### config.mk
export PLATFORM = sky130hd
export DESIGN_NAME = vga_map_arbiter
export DESIGN_NICKNAME = d
export VERILOG_FILES = /design/src/rtl/vga_map_arbiter.sv
export SDC_FILE = /design/constraint.sdc
export NUM_CORES = 1
export LEC_CHECK = 0
export ABC_AREA = 1
export CAP_MARGIN = 5
export CORE_MARGIN = 2
export CORE_UTILIZATION = 35
export DETAILED_ROUTE_END_ITERATION = 8
export PLACE_DENSITY_LB_ADDON = 0.1
export SLEW_MARGIN = 15
export SYNTH_ARGS = -nofsm -noshare
export SYNTH_HDL_FRONTEND = slang
export SYNTH_SLANG_ARGS = --single-unit
### constraint.sdc
create_clock -name clk -period 2.78 [get_ports clk]
set_clock_uncertainty 0.15 [all_clocks]
set_input_delay 0.278 -clock clk [delete_from_list [all_inputs] [get_ports clk]]
set_output_delay 0.278 -clock clk [all_outputs]
set_load 0.05 [all_outputs]
### src/rtl/vga_map_arbiter.sv
// vga_map_arbiter
//   Shares one single-port, synchronous-read tile-map RAM (20x15 cells) between
//   the VGA renderer and game logic. The renderer gets a fixed prefetch slot
//   two pixels ahead of every 32-px tile column. tile_code is registered so it
//   is aligned to the pixel. Game-logic accesses use a req/ack handshake and
//   are placed in the cycles that the renderer does not use.
//   Optional build macro: MAP_ARB_BLANK_ONLY_EN. When it is defined, CPU
//   accesses are granted only on vertical-blanking lines, so the map never
//   changes while a frame is being drawn.
module vga_map_arbiter #(
  parameter int H_START = 144,
  parameter int V_START = 35,
  parameter int TILE_W  = 3
) (
  input  logic              clk,
  input  logic              rst_n,
  input  logic [9:0]        h_cnt,
  input  logic [9:0]        v_cnt,
  output logic [TILE_W-1:0] tile_code,
  output logic [4:0]        tile_px,
  output logic [4:0]        tile_py,
  input  logic              cpu_req,
  input  logic              cpu_we,
  input  logic [8:0]        cpu_addr,
  input  logic [TILE_W-1:0] cpu_wdata,
  output logic              cpu_ack,
  output logic [TILE_W-1:0] cpu_rdata,
  output logic              ram_en,
  output logic              ram_we,
  output logic [8:0]        ram_addr,
  output logic [TILE_W-1:0] ram_wdata,
  input  logic [TILE_W-1:0] ram_rdata
);

  localparam int MAP_COLS  = 20;
  localparam int MAP_ROWS  = 15;
  localparam int MAP_CELLS = MAP_COLS * MAP_ROWS;
  localparam int ACT_LINES = 480;
  // The fetch for column c is issued 2 clocks before its first pixel. One
  // clock is for the RAM read latency and one is for the tile_code register.
  localparam int FETCH_LEAD = 2;

  // CPU-path states. The issue cycle is the granting cycle in S_IDLE, because
  // the RAM strobe comes combinationally from state and inputs. The two ACK
  // states record whether the returned data is real RAM data or forced zero.
  localparam logic [1:0] S_IDLE     = 2'd0;
  localparam logic [1:0] S_ACK_RD   = 2'd1;
  localparam logic [1:0] S_ACK_ZERO = 2'd2;

  logic [1:0]        r_state;
  logic [1:0]        w_state_next;
  logic              r_run;
  logic              r_fetch_d;
  logic [TILE_W-1:0] r_tile_code;

  logic [9:0] w_hrel;
  logic [9:0] w_vrel;
  logic [4:0] w_col;
  logic [3:0] w_row;
  logic       w_active_line;
  logic       w_slot_time;
  logic       w_fetch;
  logic [8:0] w_fetch_addr;
  logic       w_grant_ok;
  logic       w_cpu_grant;
  logic       w_cpu_in_range;
  logic       w_cpu_ram;

  // Horizontal offset from the first fetch slot (h_cnt = H_START-2).
  // Vertical offset from the first active line.
  assign w_hrel = h_cnt - 10'(H_START - FETCH_LEAD);
  assign w_vrel = v_cnt - 10'(V_START);
  assign w_col  = 5'(w_hrel >> 5);
  assign w_row  = 4'(w_vrel >> 5);

  assign w_active_line = (v_cnt >= 10'(V_START)) && (v_cnt < 10'(V_START + ACT_LINES));
  // A fetch slot occurs every 32 clocks from H_START-2, for columns 0..19 only.
  assign w_slot_time   = (h_cnt >= 10'(H_START - FETCH_LEAD)) && (w_hrel[4:0] == 5'd0) &&
                         (w_col < 5'(MAP_COLS));
  // r_run holds the RAM strobes off until the first clock after reset release.
  assign w_fetch       = r_run && w_active_line && w_slot_time;
  // row*20 becomes (row<<4)+(row<<2). It fits in 9 bits for row<=14, col<=19.
  assign w_fetch_addr  = 9'(w_row) * 9'(MAP_COLS) + 9'(w_col);

  assign tile_px = 5'(h_cnt - 10'(H_START));
  assign tile_py = w_vrel[4:0];

`ifdef MAP_ARB_BLANK_ONLY_EN
  // Tear-free mode: the map is changed only during vertical blanking.
  assign w_grant_ok = !w_active_line;
`else
  assign w_grant_ok = 1'b1;
`endif

  // Fetch has absolute priority. Only S_IDLE can grant, so a CPU access
  // never issues in its own ACK cycle.
  assign w_cpu_grant    = r_run && (r_state == S_IDLE) && cpu_req && !w_fetch && w_grant_ok;
  assign w_cpu_in_range = cpu_addr < 9'(MAP_CELLS);
  assign w_cpu_ram      = w_cpu_grant && w_cpu_in_range;

  // RAM port mux: fetch address, CPU address, or parked at zero.
  always_comb begin
    ram_en    = w_fetch || w_cpu_ram;
    ram_we    = w_cpu_ram && cpu_we;
    ram_addr  = 9'd0;
    ram_wdata = '0;
    if (w_fetch) begin
      ram_addr = w_fetch_addr;
    end else if (w_cpu_ram) begin
      ram_addr = cpu_addr;
      if (cpu_we) begin
        ram_wdata = cpu_wdata;
      end
    end
  end

  // CPU handshake next-state: a granted access always acks on the next cycle.
  always_comb begin
    w_state_next = S_IDLE;
    if (r_state == S_IDLE && w_cpu_grant) begin
      if (w_cpu_in_range && !cpu_we) begin
        w_state_next = S_ACK_RD;
      end else begin
        w_state_next = S_ACK_ZERO;
      end
    end
  end

  // State, run flag, fetch pipeline and tile_code register.
  // An async reset clears the state, so an in-flight access is dropped unacked.
  always_ff @(posedge clk or negedge rst_n) begin
    if (!rst_n) begin
      r_state     <= S_IDLE;
      r_run       <= 1'b0;
      r_fetch_d   <= 1'b0;
      r_tile_code <= '0;
    end else begin
      r_state   <= w_state_next;
      r_run     <= 1'b1;
      r_fetch_d <= w_fetch;
      if (r_fetch_d) begin
        r_tile_code <= ram_rdata;
      end
    end
  end

  assign tile_code = r_tile_code;
  assign cpu_ack   = (r_state != S_IDLE);
  assign cpu_rdata = (r_state == S_ACK_RD) ? ram_rdata : '0;

endmodule
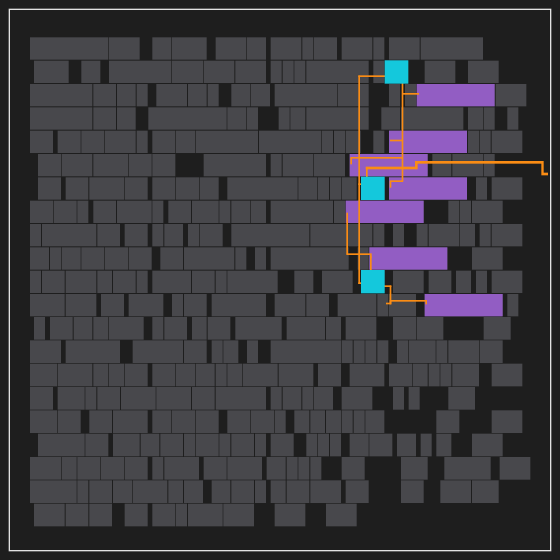
Figure 1: clock network drawn from the DEF.
clock-net drivers: shown in cyan, count 3. flip-flops: shown in purple, count 7. clock wires: shown in orange, length 98.8 um.
There are 4 routed clock nets.

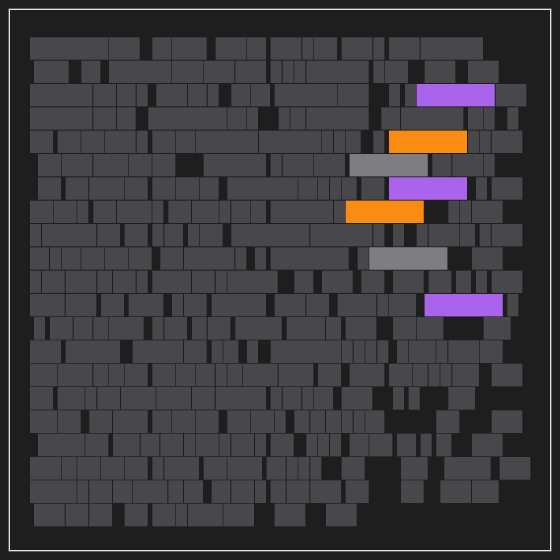
Figure 2: sequential cells grouped by signal name.
Other sequential cells in the stronger gray, the rest of the logic in the fainter gray.
tile_code: shown in purple, sequential cells 3. r_state: shown in orange, sequential cells 2.

==> results.py <==
# Flow results
metrics = {
    "run_status": {
        "outcome": "finished, violations left",
        "violations": "negative setup slack",
    },
    "route": {
        "ant_nets": 0,
        "via_per_inst": 5.12,
        "met2_wirelength_mm": 3.36,
    },
    "setup_path": {
        "max_stage_delay_ps": 500,
        "cp-endpoint": "ram_addr[8]",
        "r2r-start": "r_state[0]",
        "r2r_slack_ps": 1180,
        "critPathKind": "primary input to primary output",
        "cp_num_buf_inv": 5,
        "worstSetupPathDepth": 18,
    },
    "clock_tree": {
        "cts_setup_buffers": 35,
        "clkTransAtPathRegs_ps": 50,
        "clock-sinks": 7,
        "ctsRootBufferMaster": "clkbuf_4",
        "cts_max_level": 1,
        "cts_buffers": 3,
    },
    "synth": {
        "top_area_cell": "nand2_1",
        "synth_cells": 200,
        "mux_share_pct": 0,
        "ys_top_cells_by_area": "nand2_1 17%, dfrtp_1 14%, inv_1 9.2%",
        "ff_type": "dfrtp_1",
        "numSynthFlops": 7,
        "syn_area_sq_mm": 0.00122,
        "ys.warnings.count": 0,
        "yosysMostFrequentCell": "nand2_1",
        "synthXorXnorAreaFrac_pct": 5.76,
        "edf_count": 0,
        "syn_area_per_cell_sq_um": 6.09,
        "ys_types": 32,
        "top_logic_kind": "simple AND/OR/NAND/NOR gates",
        "ys_chip_area_sq_mm": 0.00122,
    },
    "die": {
        "num_io_pins": 70,
        "die_y_um": 63.0,
        "fp_util_pct": 36.5,
        "coreArea_sq_mm": 0.00334,
        "die_width_um": 63.0,
        "rows": 21,
    },
    "layout": {
        "area_growth_pct": 133,
        "final_util_pct": 85.1,
        "drive_gt1_share_pct": 49.2,
        "design_area_sq_mm": 0.00284,
        "nets": 383,
    },
    "pwr": {
        "power.leakage_uw": 0.00139,
        "powerSeq_uw": 114,
        "powerDensity_mw_per_mm2": 285,
        "p_sw_share_pct": 45.2,
        "p_clk_uw": 90.0,
        "p_sw_uw": 366,
        "power.group.top": "combinational logic",
        "power.internal_uw": 444,
        "vdd_drop_max_mv": 0.168,
    },
    "global_routing": {
        "use_met3_pct": 4.32,
        "grt_pass1_vias": 1870,
        "met2_usage_pct": 49.1,
        "overflow": 0,
        "antenna_found_initial": 0,
        "track_usage_pct": 25.1,
        "grt_max_degree": 15,
    },
    "final_timing": {
        "worstMarginPinSlew_ps": 514,
        "setup_ws_ps": -342,
        "setup_viol": 4,
        "fin_crit_sh_pct": 112,
        "tns_ps": -1040,
    },
    "hold_path": {
        "min_path_type": "primary input to asynchronous set/reset pin",
    },
    "placement": {
        "placed_cells": 338,
        "place_hpwl_mm": 3.05,
    },
    "run": {
        "warnings": 29,
        "drv_cap": 0,
    },
}
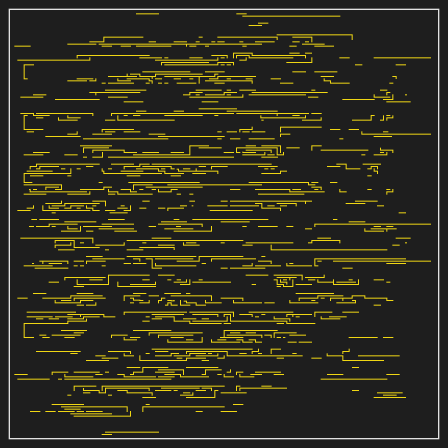
Figure 3: metal 1.
The layer carries 2150 um of wire. The longest straight run is 23.9 um. 343 nets have wire on it. The layer holds 35% of the routed length. The wires run mostly horizontal.

-- placed cells by master, fill, tap and decap left out, types with 6 or more instances in the layout --
cell type         n
buf_12           13
nand2_4           8
a21oi_1           6
nand3_1           8
nor2_1           15
nand3_2           7
nand4_1          11
nand2_1          39
nor2_4            8
buf_4            67
inv_2             9
inv_1            19
clkdlybuf4s50_1  38
dlygate4sd2_1     6
nand2_2          14
dfrtp_1           7
buf_2             6
-- layout make-up --
class	instances	area, sq um	area share [%]
clock buffers	4	26.3	0.926
inverters	32	129	4.54
multi-input cells	154	1150	40.5
flip-flops and latches	7	175	6.17
well taps	46	57.6	2.03
repair buffers	136	1300	45.9
-- registers in the layout, indices dropped and copies added, names as in the netlist --
| signal | cells |
|---|---|
| r_run | 1 |
| tile_code | 3 |
| r_fetch_d | 1 |
| r_state | 2 |
Power figures rest on the tool's default switching activity, not on a simulated workload.
